**Sequential cells colored by netlist name**

(4 px per um)
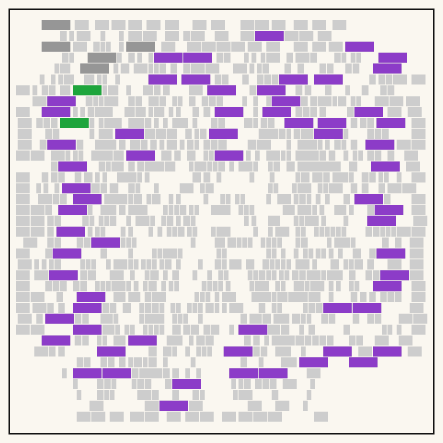
**Cell density map**

(2 px per um) The die is cut into 11 by 11 equal tiles; dark purple is low, yellow is high, 0 to 100% covered.
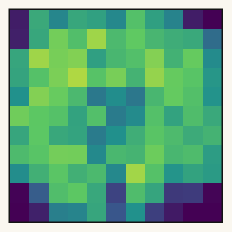
Design mixcolumn_seq, sky130hd; sources not shown.
==> results.sh <==
# source this file to load flow results
export IMPL_run_status="complete, no violations"
export IMPL_reg2reg_depth=13
export IMPL_hold_violations=0
export IMPL_synth_warnings=0
export IMPL_powerClk_mw=0.910
export IMPL_post_cts_buffers=0
export IMPL_clock_fmax_ghz=0.419
export IMPL_wirelength_um=15800
export IMPL_cpPeakStageDelay_ns=0.41
export IMPL_drc=0
export IMPL_crit_type="reg -> reg"
export IMPL_final_cell_area_um2=6480
export IMPL_grt_use_total=0.284
export IMPL_ys_cells=758
export IMPL_final_cells=1027
export IMPL_syn_instance_count=758
export IMPL_flop_cell="dfxtp_1"
export IMPL_synth_seq_share=0.293
export IMPL_logic_area_um2=3010
export IMPL_pin_count=137
export IMPL_async_flop_share=0
export IMPL_wl_per_cell_um=15.4
export IMPL_tightest_slew_ns=0.699
export IMPL_r2r_slack_ns=0.21
export IMPL_period_used=0.918
export IMPL_p_comb_frac=0.497
export IMPL_hold_class="reg -> reg"
export IMPL_layout_drive_gt1_share=0.139
Back to the opening pictures, 'sequential cells colored by netlist name':
green -> `col_idx`  # placed flops 2
purple -> `out_state`  # placed flops 64, where spread over the die
not colored = 5
Sequential Area: 1420 um^2
Seq power: 1.32 mW

Back to the opening pictures, 'cell density map':
fullest tile = 88%
emptiest ninth of the die = bottom right
tiles over 75% full = 17%
final core occ: 0.625
FP Core Util: 0.467

[per-layer routing]
metal | global-route usage | wire length (um) | share of wire | vias to the layer above
met3 | 0.0538 | 885 | 0.056 | 21
li1 | - | - | - | 2742
met4 | 0.0804 | 228 | 0.014 | 0
met1 | 0.361 | 7080 | 0.45 | 2471
met2 | 0.486 | 7590 | 0.48 | 226
met5 | 0 | 0 | 0 | -
[kinds of logic (layout without fill, tap and decap cells)]
logic type / count (synthesis) / count (layout) / synth area share
xor gates and xnor gates: 3 / 3 / 0.00542
and+or+nand+nor: 383 / 383 / 0.365
buffers and inverters: 86 / 219 / 0.0865
DFF: 71 / 71 / 0.293
AOI/OAI and AO/OA: 211 / 211 / 0.239
adders and majority gates: 4 / 4 / 0.0103
[synth_stat cells, types with 4 or more instances]
master      n
nand3_2    23
o21ai_0    65
buf_6       8
nand2_4     4
a21oi_4     4
nand2_2    29
a21oi_2    10
nor2_1     29
ha_1        4
inv_1      45
nor2_2      8
nand3_1    33
dfxtp_1    71
a21oi_1   125
clkbuf_1   20
nand2_1   253
[through the flow]
step	setup TNS, ns	hold WS [ns]	setup WS (ns)
final	0	0.464	0.214
after global routing	0	0.488	0.00952
after CTS	0	0.467	0.0433
after detailed placement	0	0.455	0.0647
after global placement	0	0.451	0.110
after floorplan	-76.36	0.512	-1.43
[layout make-up]
class	instances	area share
Clock buffer	10	0.0197
Clock inverter	6	0.0104
Inverter	50	0.0305
Multi-Input combinational cell	601	0.464
Sequential cell	71	0.219
Tap cell	136	0.0262
Timing Repair Buffer	153	0.230
[worst min-delay path, cell delays in order (launching register included)]
cell	delay [ns]
dfxtp_1	0.32
nand2_1	0.06
a21oi_1	0.05
No activity file was given, so power comes from the tool's default toggle rates.
